## config.mk

```make
export PLATFORM = sky130hd
export DESIGN_NAME = ex_stage_md
export DESIGN_NICKNAME = d
export VERILOG_FILES = /design/src/rtl/ex_stage_md.sv
export SDC_FILE = /design/constraint.sdc
export NUM_CORES = 2
export LEC_CHECK = 0
export ABC_AREA = 0
export CAP_MARGIN = 40
export CORE_ASPECT_RATIO = 0.6
export CORE_MARGIN = 2
export CORE_UTILIZATION = 35
export CTS_CLUSTER_SIZE = 8
export DETAILED_ROUTE_END_ITERATION = 16
export PLACE_DENSITY_LB_ADDON = 0.2
export SLEW_MARGIN = 20
export SYNTH_ARGS = -nofsm -noshare
export SYNTH_HDL_FRONTEND = slang
export SYNTH_SLANG_ARGS = --single-unit
export TNS_END_PERCENT = 50
```

## constraint.sdc

```tcl
create_clock -name clk -period 19.3 [get_ports clk]
set_input_delay 2.895 -clock clk [delete_from_list [all_inputs] [get_ports clk]]
set_output_delay 2.895 -clock clk [all_outputs]
set_load 0.005 [all_outputs]
```

## src/rtl/ex_stage_md.sv

```systemverilog
// rtl/ex_stage_md.sv - execute stage: operand forwarding, ALU, iterative HI/LO mul/div, EX/MEM register
module ex_stage_md #(
  parameter int XLEN     = 32,
  parameter int RAW      = 5,
  parameter int LINK_REG = 31
) (
  input  logic            clk,
  input  logic            rst,
  input  logic            ex_valid,
  input  logic [3:0]      ex_alu_op,
  input  logic            ex_alu_sign,
  input  logic [1:0]      ex_src_sel,
  input  logic [1:0]      ex_reg_dst,
  input  logic [2:0]      ex_md_op,
  input  logic [1:0]      ex_res_sel,
  input  logic [XLEN-1:0] ex_shamt,
  input  logic [XLEN-1:0] ex_imm,
  input  logic [RAW-1:0]  ex_rs,
  input  logic [RAW-1:0]  ex_rt,
  input  logic [RAW-1:0]  ex_rd,
  input  logic [XLEN-1:0] ex_rs_data,
  input  logic [XLEN-1:0] ex_rt_data,
  input  logic [4:0]      ex_ctrl,
  input  logic [XLEN-1:0] ex_pc_plus4,
  input  logic            mem_reg_write,
  input  logic [RAW-1:0]  mem_reg,
  input  logic [XLEN-1:0] mem_data,
  input  logic            wb_reg_write,
  input  logic [RAW-1:0]  wb_reg,
  input  logic [XLEN-1:0] wb_data,
  input  logic            ex_flush,
  output logic            ex_stall,
  output logic            md_busy,
  output logic [RAW-1:0]  ex_write_register,
  output logic [XLEN-1:0] ex_result,
  output logic            em_valid,
  output logic [XLEN-1:0] em_result,
  output logic [XLEN-1:0] em_mem_write_data,
  output logic [RAW-1:0]  em_write_register,
  output logic [4:0]      em_ctrl,
  output logic [XLEN-1:0] em_pc_plus4
);

  localparam int SHW = $clog2(XLEN);

  typedef enum logic {MD_IDLE, MD_RUN} md_state_t;
  md_state_t state, state_n;

  logic [XLEN-1:0]   fwd_a, fwd_b, hold_a, hold_b, opa, opb, op1, op2, alu;
  logic              stall_q;
  logic [XLEN-1:0]   hi, lo;
  logic [2*XLEN-1:0] acc, step_next, prod_fin;
  logic [XLEN-1:0]   mcand, dividend, fin_hi, fin_lo;
  logic [SHW-1:0]    cnt;
  logic              md_div, md_neg_q, md_neg_r, md_div_zero;
  logic              md_start, md_is_div, md_is_signed, a_neg, b_neg;
  logic [XLEN:0]     mul_sum, div_sh, div_diff;
  logic              mt_ok;

  always_comb begin
    fwd_a = ex_rs_data;
    if (mem_reg_write && mem_reg != '0 && mem_reg == ex_rs) fwd_a = mem_data;
    else if (wb_reg_write && wb_reg != '0 && wb_reg == ex_rs) fwd_a = wb_data;
    fwd_b = ex_rt_data;
    if (mem_reg_write && mem_reg != '0 && mem_reg == ex_rt) fwd_b = mem_data;
    else if (wb_reg_write && wb_reg != '0 && wb_reg == ex_rt) fwd_b = wb_data;
  end

  // Once stalled, the forward sources move on; the held copies stay authoritative
  // until the stalled instruction finally advances.
  assign opa = stall_q ? hold_a : fwd_a;
  assign opb = stall_q ? hold_b : fwd_b;
  assign op1 = ex_src_sel[1] ? ex_shamt : opa;
  assign op2 = ex_src_sel[0] ? ex_imm : opb;

  always_comb begin
    alu = '0;
    case (ex_alu_op)
      4'd0:  alu = op1 + op2;
      4'd1:  alu = op1 - op2;
      4'd2:  alu = op1 & op2;
      4'd3:  alu = op1 | op2;
      4'd4:  alu = op1 ^ op2;
      4'd5:  alu = ~(op1 | op2);
      4'd6:  alu = {{(XLEN-1){1'b0}}, ex_alu_sign ? ($signed(op1) < $signed(op2)) : (op1 < op2)};
      4'd7:  alu = {{(XLEN-1){1'b0}}, op1 < op2};
      4'd8:  alu = op2 << op1[SHW-1:0];
      4'd9:  alu = op2 >> op1[SHW-1:0];
      4'd10: alu = XLEN'($signed(op2) >>> op1[SHW-1:0]);
      4'd11: alu = op2;
      default: alu = '0;
    endcase
  end

  always_comb begin
    ex_write_register = ex_rt;
    case (ex_reg_dst)
      2'd0: ex_write_register = ex_rt;
      2'd1: ex_write_register = ex_rd;
      2'd2: ex_write_register = RAW'(LINK_REG);
      2'd3: ex_write_register = RAW'(26);
      default: ex_write_register = ex_rt;
    endcase
  end

  always_comb begin
    ex_result = alu;
    case (ex_res_sel)
      2'd1: ex_result = hi;
      2'd2: ex_result = lo;
      2'd3: ex_result = ex_pc_plus4;
      default: ex_result = alu;
    endcase
  end

  assign md_busy  = (state == MD_RUN);
  assign ex_stall = ex_valid & md_busy & ((ex_md_op != 3'd0) | (ex_res_sel == 2'd1) | (ex_res_sel == 2'd2));
  assign mt_ok    = ex_valid & ~ex_stall & ~ex_flush;
  assign md_start = (state == MD_IDLE) & mt_ok & (ex_md_op >= 3'd1) & (ex_md_op <= 3'd4);

  assign md_is_div    = (ex_md_op == 3'd3) | (ex_md_op == 3'd4);
  assign md_is_signed = (ex_md_op == 3'd1) | (ex_md_op == 3'd3);
  assign a_neg        = md_is_signed & opa[XLEN-1];
  assign b_neg        = md_is_signed & opb[XLEN-1];

  always_comb begin
    state_n = state;
    case (state)
      MD_IDLE: if (md_start) state_n = MD_RUN;
      MD_RUN:  if (cnt == '0) state_n = MD_IDLE;
      default: state_n = MD_IDLE;
    endcase
  end

  // Unsigned shift-add multiply / restoring divide on magnitudes; signs fixed on the last step.
  always_comb begin
    mul_sum   = {1'b0, acc[2*XLEN-1:XLEN]} + (acc[0] ? {1'b0, mcand} : '0);
    div_sh    = {acc[2*XLEN-1:XLEN], acc[XLEN-1]};
    div_diff  = div_sh - {1'b0, mcand};
    if (md_div)
      step_next = div_diff[XLEN] ? {div_sh[XLEN-1:0], acc[XLEN-2:0], 1'b0}
                                 : {div_diff[XLEN-1:0], acc[XLEN-2:0], 1'b1};
    else
      step_next = {mul_sum, acc[XLEN-1:1]};
    prod_fin = md_neg_q ? -step_next : step_next;
    if (!md_div) begin
      fin_hi = prod_fin[2*XLEN-1:XLEN];
      fin_lo = prod_fin[XLEN-1:0];
    end else if (md_div_zero) begin
      fin_hi = dividend;
      fin_lo = '1;
    end else begin
      fin_hi = md_neg_r ? -step_next[2*XLEN-1:XLEN] : step_next[2*XLEN-1:XLEN];
      fin_lo = md_neg_q ? -step_next[XLEN-1:0] : step_next[XLEN-1:0];
    end
  end

  always_ff @(posedge clk) begin
    if (rst) state <= MD_IDLE;
    else     state <= state_n;
  end

  always_ff @(posedge clk) begin
    if (rst) begin
      acc <= '0; mcand <= '0; dividend <= '0; cnt <= '0;
      md_div <= 1'b0; md_neg_q <= 1'b0; md_neg_r <= 1'b0; md_div_zero <= 1'b0;
      hi <= '0; lo <= '0;
      hold_a <= '0; hold_b <= '0; stall_q <= 1'b0;
    end else begin
      stall_q <= ex_stall;
      if (ex_stall && !stall_q) begin
        hold_a <= fwd_a;
        hold_b <= fwd_b;
      end
      if (md_start) begin
        acc         <= {{XLEN{1'b0}}, a_neg ? -opa : opa};
        mcand       <= b_neg ? -opb : opb;
        dividend    <= opa;
        cnt         <= SHW'(XLEN-1);
        md_div      <= md_is_div;
        md_neg_q    <= a_neg ^ b_neg;
        md_neg_r    <= a_neg;
        md_div_zero <= (opb == '0);
      end else if (state == MD_RUN) begin
        acc <= step_next;
        cnt <= cnt - 1'b1;
      end
      if (state == MD_RUN && cnt == '0) begin
        hi <= fin_hi;
        lo <= fin_lo;
      end else if (mt_ok && ex_md_op == 3'd5) begin
        hi <= opa;
      end else if (mt_ok && ex_md_op == 3'd6) begin
        lo <= opa;
      end
    end
  end

  always_ff @(posedge clk) begin
    if (rst) begin
      em_valid <= 1'b0; em_result <= '0; em_mem_write_data <= '0;
      em_write_register <= '0; em_ctrl <= '0; em_pc_plus4 <= '0;
    end else if (ex_stall || ex_flush || !ex_valid) begin
      em_valid <= 1'b0;
      em_ctrl  <= '0;
    end else begin
      em_valid          <= 1'b1;
      em_result         <= ex_result;
      em_mem_write_data <= opb;
      em_write_register <= ex_write_register;
      em_ctrl           <= ex_ctrl;
      em_pc_plus4       <= ex_pc_plus4;
    end
  end

endmodule

```

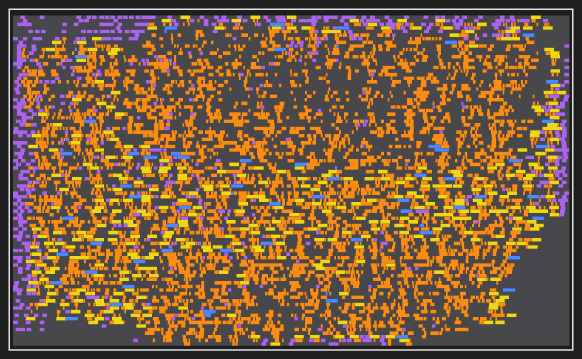
(images/cell_classes.png)
Fill, decap, tap and diode cells in gray.
class	color	cells	share of their area
other buffers and delay cells	purple	620	13%
flip-flops	yellow	374	17%
all other logic	orange	4417	66%
clock drivers and dummy loads	blue	64	3.4%
final core utilization: 42.5%
Seq area share: 16.7%
core region area: 105000 um2

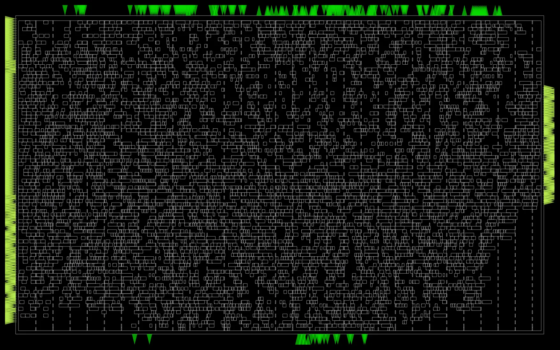
(images/final_placement.png)
Finished Layout Cells: 6889
tap cells: 1410

==> flow_summary.toml <==
# synthesis and place-and-route metrics
[status]
status = "finished, final reports clean"

[global_route]
grt_pass1_vias = 39800
grt_overflow = 0
grt_pass1_wl_um = 316000
grt_max_degree = 86
top_usage_layer = "met1"
met3_usage_pct = 24.5

[detailed_routing]
drt-total-wl_um = 232000
drt_first_pass_iters = 8
wl_met1_um = 104000
vias = 45300

[worst_setup_path]
worst-path-stages = 24
crit_path_top_delay_cell = "or3_1"
worstRegToRegCells = 21
critPathLaunch = "mem_reg[1]"
end_kind = "output pin"
timing.critical_path.mode_cell = "buf_4"
arrival_ns = 11.01
path_buffers = 6
critical_path.max_stage_delay_ns = 0.69
path_delay_family = "AND-OR/OR-AND gates"
cp_max_fo = 42

[synthesis]
fp_nets = 5652
ys_cells = 5205
edf_count = 0
synth-async-reset-ratio_pct = 0
ys_seq_elements = 374
synth_cell_types = 121
top_area_share_pct = 20.0
synthMuxAreaShare_pct = 9.61
yosys_most_used_dff = "dfxtp_1"
yosysTopAreaCell = "dfxtp_1"

[finish]
nNonClkInverters = 173
logic_area_um2 = 27700
buf_share_pct = 12.9
final_common_cell = "nand2_1"
fill_cells = 11000
layout.nets = 5913
comb_share_pct = 61.7
seq_cells = 374
largest_register = "acc"
seq_area_um2 = 7500
largest_reg_flops = 64

[timing]
drv_slew = 0
max_slew_margin_pct = 31.2
fin_crit_sh_pct = 72.0
skew_ns = 0.0464

[cts]
clk_latency_ns = 0.67
postCtsResizedCells = 0
hold_buffers = 0
h-tree-depth = 2
post-cts-setup-buffers = 0

[pwr]
largestPowerGroup = "combinational logic"
p_clk_uw = 917
switching_power_uw = 1440
p_sw_share_pct = 44.9
clkPwrFrac_pct = 28.5
p_per_area_nw_per_um2 = 71.8
peakVddDrop_mv = 0.0736
power_frac_seq_pct = 26.2

[die]
io_pins = 420

[placed_design]
placed_cells = 6800
placed_area_um2 = 43200
globalplace.congestion = 1.09

[worst_hold_path]
worstHoldStart = "em_pc_plus4[10]$_SDFFE_PP0P_"
holdCritPathClass = "reg -> reg"

[run]
warning_count = 94
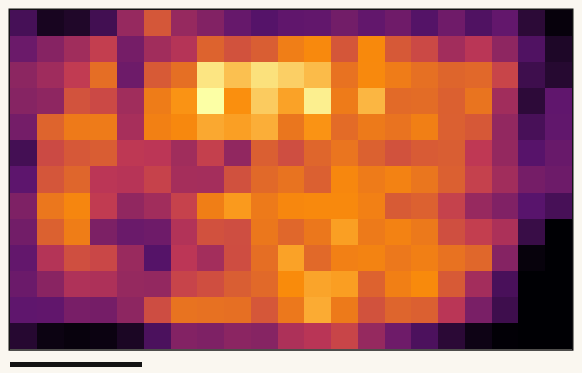
(images/wire_density.png)
Scale bar: 100 um. The die is cut into 21 by 13 equal tiles; black is low, pale yellow is high, scaled to the fullest tile. Values are wire area over tile area, all layers added.
mean over tiles	0.38
fullest tile	0.77
nearly empty tiles	4.0%

